===== config.mk =====
export PLATFORM = sky130hd
export DESIGN_NAME = truth_table_scanner
export DESIGN_NICKNAME = d
export VERILOG_FILES = /design/src/rtl/truth_table_scanner.sv
export SDC_FILE = /design/constraint.sdc
export NUM_CORES = 1
export LEC_CHECK = 0
export ABC_AREA = 0
export CAP_MARGIN = 20
export CORE_AREA = 2 2 102 104
export DETAILED_ROUTE_END_ITERATION = 12
export DIE_AREA = 0 0 104 106
export PLACE_DENSITY = 0.44
export REMOVE_ABC_BUFFERS = 1
export SYNTH_ARGS = -nofsm -noshare
export SYNTH_HDL_FRONTEND = slang
export SYNTH_SLANG_ARGS = --single-unit

===== constraint.sdc =====
create_clock -name clk -period 2.56 [get_ports clk]
set_clock_uncertainty 0.05 [all_clocks]
set_input_delay 0.384 -clock clk [delete_from_list [all_inputs] [get_ports clk]]
set_output_delay 0.384 -clock clk [all_outputs]
set_load 0.05 [all_outputs]

===== src/rtl/truth_table_scanner.sv =====
// Sweeps every input vector of an N-input combinational function, captures its
// truth table and compares it against a reference constant.
module truth_table_scanner #(
    parameter int                N        = 4,
    parameter int                SETTLE   = 0,
    parameter logic [2**N-1:0]   EXPECTED = 16'h0AC5
) (
    input  logic              clk,
    input  logic              rst_n,
    input  logic              start,
    output logic [N-1:0]      x_out,
    input  logic              z_in,
    output logic              busy,
    output logic              done,
    output logic [2**N-1:0]   table_out,
    output logic              match,
    output logic [N:0]        mismatch_cnt,
    output logic              fail_valid,
    output logic [N-1:0]      first_fail
);

    // state    | meaning
    // S_IDLE   | waiting for start, results held
    // S_SETTLE | new vector applied, waiting SETTLE cycles
    // S_SAMPLE | capture z_in for current vector, advance
    // S_DONE   | sweep finished, result flags computed next edge

    typedef enum logic [1:0] {
        S_IDLE   = 2'd0,
        S_SETTLE = 2'd1,
        S_SAMPLE = 2'd2,
        S_DONE   = 2'd3
    } state_t;

    localparam logic [7:0]   SETTLE_L = 8'(SETTLE);
    localparam logic [N-1:0] X_MAX    = '1;

    state_t     state;
    logic [7:0] settle_cnt;

    // busy/done are registered decodes of the state, so they trail it by one
    // cycle; this places done right after the last sampled vector's cycle.
    always_ff @(posedge clk or negedge rst_n) begin
        if (!rst_n) begin
            state        <= S_IDLE;
            settle_cnt   <= '0;
            x_out        <= '0;
            busy         <= 1'b0;
            done         <= 1'b0;
            table_out    <= '0;
            match        <= 1'b0;
            mismatch_cnt <= '0;
            fail_valid   <= 1'b0;
            first_fail   <= '0;
        end else begin
            busy <= (state == S_SETTLE) || (state == S_SAMPLE);
            done <= (state == S_DONE);
            case (state)
                S_IDLE: begin
                    if (start) begin
                        x_out        <= '0;
                        table_out    <= '0;
                        mismatch_cnt <= '0;
                        fail_valid   <= 1'b0;
                        first_fail   <= '0;
                        match        <= 1'b0;
                        settle_cnt   <= SETTLE_L;
                        state        <= (SETTLE_L != 8'd0) ? S_SETTLE : S_SAMPLE;
                    end
                end
                S_SETTLE: begin
                    if (settle_cnt <= 8'd1) begin
                        state <= S_SAMPLE;
                    end else begin
                        settle_cnt <= settle_cnt - 8'd1;
                    end
                end
                S_SAMPLE: begin
                    table_out[x_out] <= z_in;
                    if (z_in != EXPECTED[x_out]) begin
                        mismatch_cnt <= mismatch_cnt + 1'b1;
                        if (!fail_valid) begin
                            fail_valid <= 1'b1;
                            first_fail <= x_out;
                        end
                    end
                    if (x_out == X_MAX) begin
                        state <= S_DONE;
                    end else begin
                        x_out      <= x_out + 1'b1;
                        settle_cnt <= SETTLE_L;
                        state      <= (SETTLE_L != 8'd0) ? S_SETTLE : S_SAMPLE;
                    end
                end
                S_DONE: begin
                    match <= (mismatch_cnt == '0);
                    state <= S_IDLE;
                end
                default: state <= S_IDLE;
            endcase
        end
    end

endmodule


==> run_1/layer_met1.png <==
Bar = 20 um. Supply wires on this layer in gray.
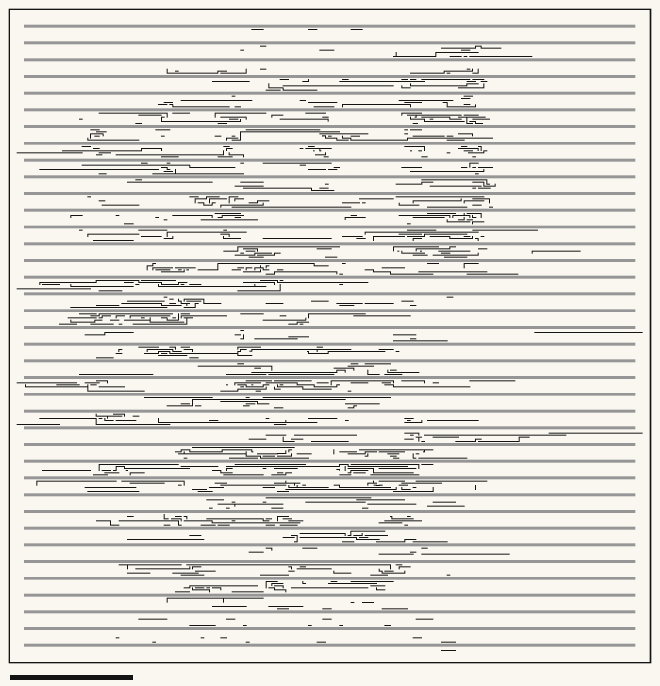
- share of all routed wire: 47%
- main direction: horizontal
- longest straight run: 33.1 um
- nets with wire on the layer: 280
vias: 2132
met1 usage: 15.83%
total wire length: 6372 um

==> run_1/layer_met2.png <==
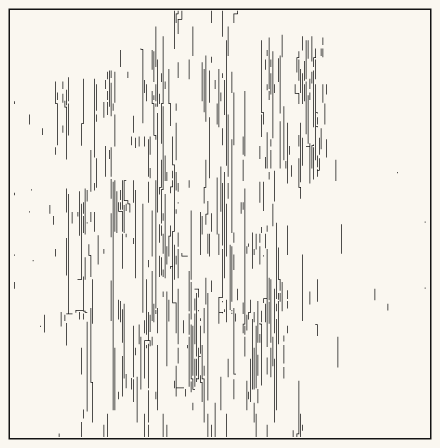
- longest straight run: 56.4 um
- nets with wire on the layer: 260
- main direction: vertical

==> out/metrics.yaml, run 1 <==
status: "complete, no violations"
ys_chip_area_um2: 2445
synthArstFlopShare_pct: 100.0
dpl.cell_count: 431
ys_warn_count: 0
grt_max_degree: 44
area_growth_pct: 27.94
clock_area_share_pct: 3.200
finalCriticalPeriod_ns: 2.346
fin_crit_sh_pct: 91.65
wl_met3_um: 198
slew_viol_final: 0
drive_above_1_share_pct: 9.901
non_clock_buffer_count: 53
clk_latency_ns: 0.29
wl_per_cell_um: 14.51
htreeDepth: 2
xor_share_pct: 0.7165
cts.sinks: 43
dieHeight_um: 106
antenna_found_initial: 0
max_freq_mhz: 426.2
avgSynthCellArea_um2: 9.476
drc: 0
netlist_area_um2: 2445
cp.arrival_ns: 1.91
synth_area_leader_cell: "dfrtp_1"
crit_path_end: "x_out[3]"
wl_met2_um: 3027
cp_cell_sequence: "clkdlybuf4s50_1"
fp_util_pct: 24.45
muxShareOfSynthArea_pct: 1.279
place_ws_ns: 0.2715
cts_hold_buf: 0
place_congestion: 0.7337
rsz0062_at_grt: "no"
nonClkBufAreaFrac_pct: 15.44
die_area_um2: 11020
top_layer: "met4"
logic_gates: 189
r2r_start: "state[0]"
port-buffer-count: 36
cts_setup_buffers: 0
hp-class: "in -> async"
reg_top3: "table_out: 16 flops, settle_cnt: 8 flops, mismatch_cnt: 5 flops"
ys_cells: 258
slew_headroom_pct: 61.77
top_logic_kind: "AND-OR/OR-AND gates"
seqCellArea_um2: 1076
hold_viol_final: 0
nFillCells: 1087
dominant_cells: "combinational gates"
synth-seq-area-share_pct: 44.01
maxCapViolations: 0
warnings: 34
antenna_violating_nets_post_route: 0
synthFlopType: "dfrtp_1"
fin_tns_setup_ns: 0
required_ns: 2.13
r2r_setup_slack_ns: 0.34
n_antenna_cell: 0
critPathMaxFanout: 17
io_pins: 37
wl_met1_um: 3024
common_cells: "43 x dfrtp_1, 40 x o21ai_0, 17 x nand2_1"
layout.nets: 319
yosysTopAreaCellShare_pct: 44.01
synthCells: 258
fp.dieW_um: 104
place.detailed.hpwl_um: 4557
rows: 37
worstReg2RegEnd: "first_fail[2]"
worstRegToRegCells: 7
cts_tree: "built"
comb_area_um2: 1261
stdcell_area_um2: 3128
aoi_share_pct: 27.89
tap_cells: 136
grt-ovfl-total: 0
==> run_1/layer_met3.png <==
Bar = 20 um.
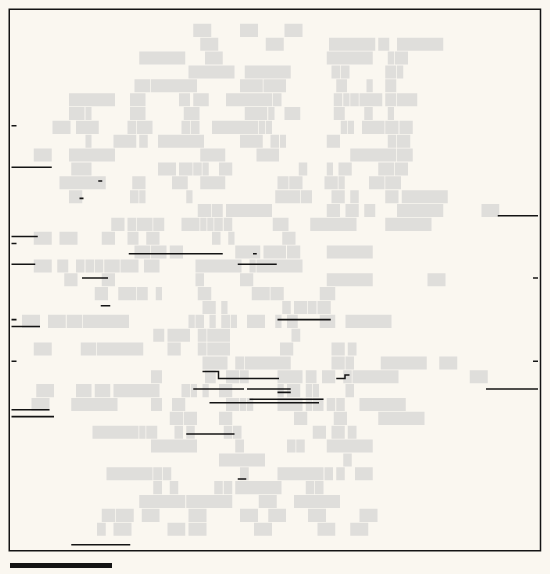
- main direction: horizontal
- share of all routed wire: 3.1%
met3 Use GR: 1.962%

==> run_1/logic_types.png <==
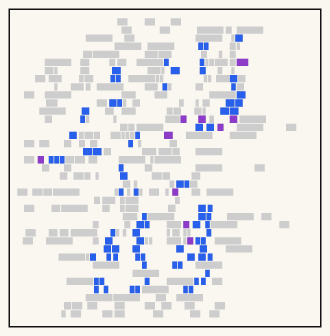
- purple: and/or cells (cells 10; most used or3_1)
- blue: aoi and oai cells (cells 82; most used o21ai_0)
final non-filler cell total: 439
combinational fraction of the cell area: 40.32%

==> run_1/clocks.png <==
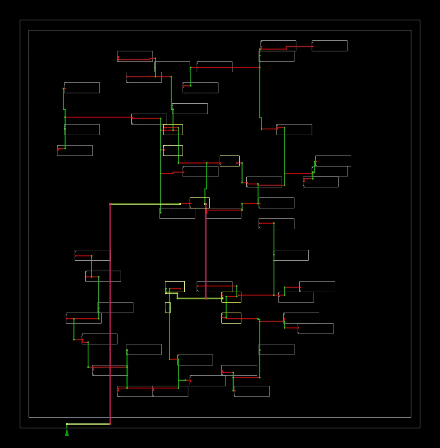

==> run 2: changes to the inputs <==
Settings changed: ABC_CLOCK_PERIOD_IN_PS from default to 2560, DONT_BUFFER_PORTS from default to 1, PLACE_DENSITY 0.44 to default, PLACE_DENSITY_LB_ADDON from default to 0.25.
==> run_2/clocks.png <==
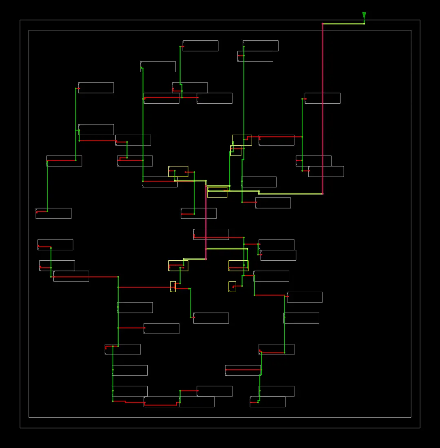
CTS Buf Count: 5
Late-Pin Clk Latency: 0.30 ns
final-layout clock buffer total: 6
Clock Sinks: 43
flop count: 43

==> run 2 against run 1 <==
  * Hold slack improved by 0.11 ns
  * Core utilization decreased by 3.6 points
  * Die area unchanged
  * Via count decreased by 7.9%
  * Maximum frequency increased by 0.56%
  * Critical path type is now reg -> reg
==> out/metrics.yaml, run 2 <==
avgSynthCellArea_um2: 9.476  # unchanged
synthArstFlopShare_pct: 100.0  # unchanged
dieHeight_um: 106  # unchanged
synth_area_leader_cell: "dfrtp_1"
place.detailed.hpwl_um: 4372  # -4.1%
grt-ovfl-total: 0  # unchanged
finalCriticalPeriod_ns: 2.333  # -0.01297 ns
drc: 0  # unchanged
ys_chip_area_um2: 2445  # unchanged
required_ns: 2.70  # +0.57 ns
netlist_area_um2: 2445  # unchanged
clock_area_share_pct: 3.077  # -0.12 points
non_clock_buffer_count: 15  # -72%
port-buffer-count: 0  # -100%
wl_met1_um: 2858  # -5.5%
place_congestion: 0.7815  # +6.5%
rsz0062_at_grt: "no"
aoi_share_pct: 27.89  # unchanged
io_pins: 37  # unchanged
grtUsageMet1_pct: 15.08  # -0.75 points
max_freq_mhz: 428.6  # +0.56%
seqCellArea_um2: 1076  # unchanged
yosysTopAreaCellShare_pct: 44.01  # unchanged
fp_util_pct: 24.45  # unchanged
tap_cells: 136  # unchanged
dpl.cell_count: 391  # -9.3%
nFillCells: 1102  # +1.4%
muxShareOfSynthArea_pct: 1.279  # unchanged
antenna_violating_nets_post_route: 0  # unchanged
nonClkBufAreaFrac_pct: 4.887  # -11 points
logic_gates: 189  # unchanged
slew_viol_final: 0  # unchanged
rows: 37  # unchanged
top_layer: "met4"
dominant_cells: "combinational gates"
cts_hold_buf: 2  # +2
layout.nets: 281  # -12%
fp.dieW_um: 104  # unchanged
critPathMaxFanout: 9  # -8
reg_top3: "table_out: 16 flops, settle_cnt: 8 flops, mismatch_cnt: 5 flops"
r2r_setup_slack_ns: 0.23  # -0.11 ns
vias: 1964  # -7.9%
top_logic_kind: "AND-OR/OR-AND gates"
comb_share_pct: 45.61  # +5.3 points
htreeDepth: 2  # unchanged
routed_wl_um: 6133  # -3.8%
synth-seq-area-share_pct: 44.01  # unchanged
ys_warn_count: 0  # unchanged
synthFlopType: "dfrtp_1"
cts_setup_buffers: 0  # unchanged
use_met3_pct: 2.759  # +0.80 points
antenna_found_initial: 0  # unchanged
stdcell_area_um2: 2765  # -12%
status: "complete, no violations"
die_area_um2: 11020  # unchanged
area_growth_pct: 13.10
wl_per_cell_um: 15.29  # +5.4%
wl_met2_um: 2883  # -4.8%
crit_path_end: "settle_cnt[3]"
fin_crit_sh_pct: 91.14  # -0.51 points
cp.arrival_ns: 2.47  # +0.56 ns
warnings: 34  # unchanged
cts_tree: "built"
grt_max_degree: 44  # unchanged
n_antenna_cell: 0  # unchanged
comb_area_um2: 1261  # unchanged
common_cells: "43 x dfrtp_1, 40 x o21ai_0, 17 x nand2_1"
slew_headroom_pct: 53.11  # -8.7 points
worstReg2RegEnd: "settle_cnt[3]"
==> run 3: changes to the inputs <==
Settings changed: CTS_CLUSTER_SIZE from default to 12.
==> run_3/layer_met1.png <==
Bar = 20 um. Supply wires on this layer in gray.
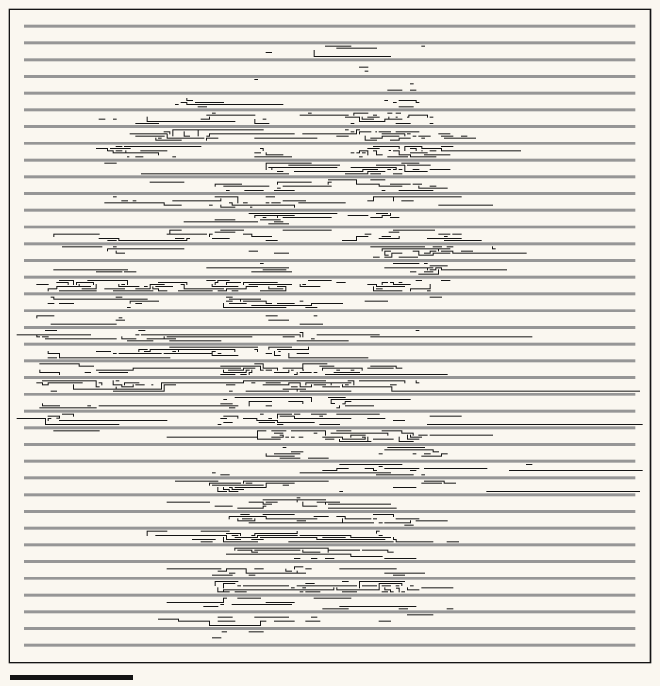
- longest straight run: 40.2 um
- wire length on this layer: 2860 um
- main direction: horizontal
- nets with wire on the layer: 257
total wire length: 6133 um
vias: 1964

==> run 3 against run 2 <==
  * Via count stayed put
  * Register-to-register slack hardly changed
  * Global-route usage stayed put
  * Hold slack stayed put
  * Critical path type unchanged
  * Wire length stayed put
  * Largest cell class unchanged
  * Non-clock buffer count stayed put
  * Maximum frequency stayed put
  * Design area stayed put
==> out/metrics.yaml, run 3 <==
slew_headroom_pct: 53.11  # unchanged
htreeDepth: 2  # unchanged
clock_area_share_pct: 3.077  # unchanged
ys_chip_area_um2: 2445  # unchanged
wl_met2_um: 2883  # unchanged
cts_hold_buf: 2  # unchanged
rsz0062_at_grt: "no"
antenna_violating_nets_post_route: 0  # unchanged
nonClkBufAreaFrac_pct: 4.887  # unchanged
aoi_share_pct: 27.89  # unchanged
avgSynthCellArea_um2: 9.476  # unchanged
fp_util_pct: 24.45  # unchanged
muxShareOfSynthArea_pct: 1.279  # unchanged
place_congestion: 0.7815  # unchanged
worstReg2RegEnd: "settle_cnt[3]"
common_cells: "43 x dfrtp_1, 40 x o21ai_0, 17 x nand2_1"
reg_top3: "table_out: 16 flops, settle_cnt: 8 flops, mismatch_cnt: 5 flops"
use_met3_pct: 2.759  # unchanged
stdcell_area_um2: 2765  # unchanged
comb_share_pct: 45.61  # unchanged
ff_count: 43  # unchanged
dpl.cell_count: 391  # unchanged
grt-ovfl-total: 0  # unchanged
cp.arrival_ns: 2.47  # about the same
antenna_found_initial: 0  # unchanged
tap_cells: 136  # unchanged
status: "complete, no violations"
grtUsageMet1_pct: 15.08  # unchanged
wl_per_cell_um: 15.29  # unchanged
cts.sinks: 43  # unchanged
dieHeight_um: 106  # unchanged
synth_area_leader_cell: "dfrtp_1"
ys_warn_count: 0  # unchanged
cts_setup_buffers: 0  # unchanged
fin_crit_sh_pct: 91.14  # unchanged
crit_path_end: "settle_cnt[3]"
top_logic_kind: "AND-OR/OR-AND gates"
required_ns: 2.70  # about the same
critPathMaxFanout: 9  # unchanged
warnings: 34  # unchanged
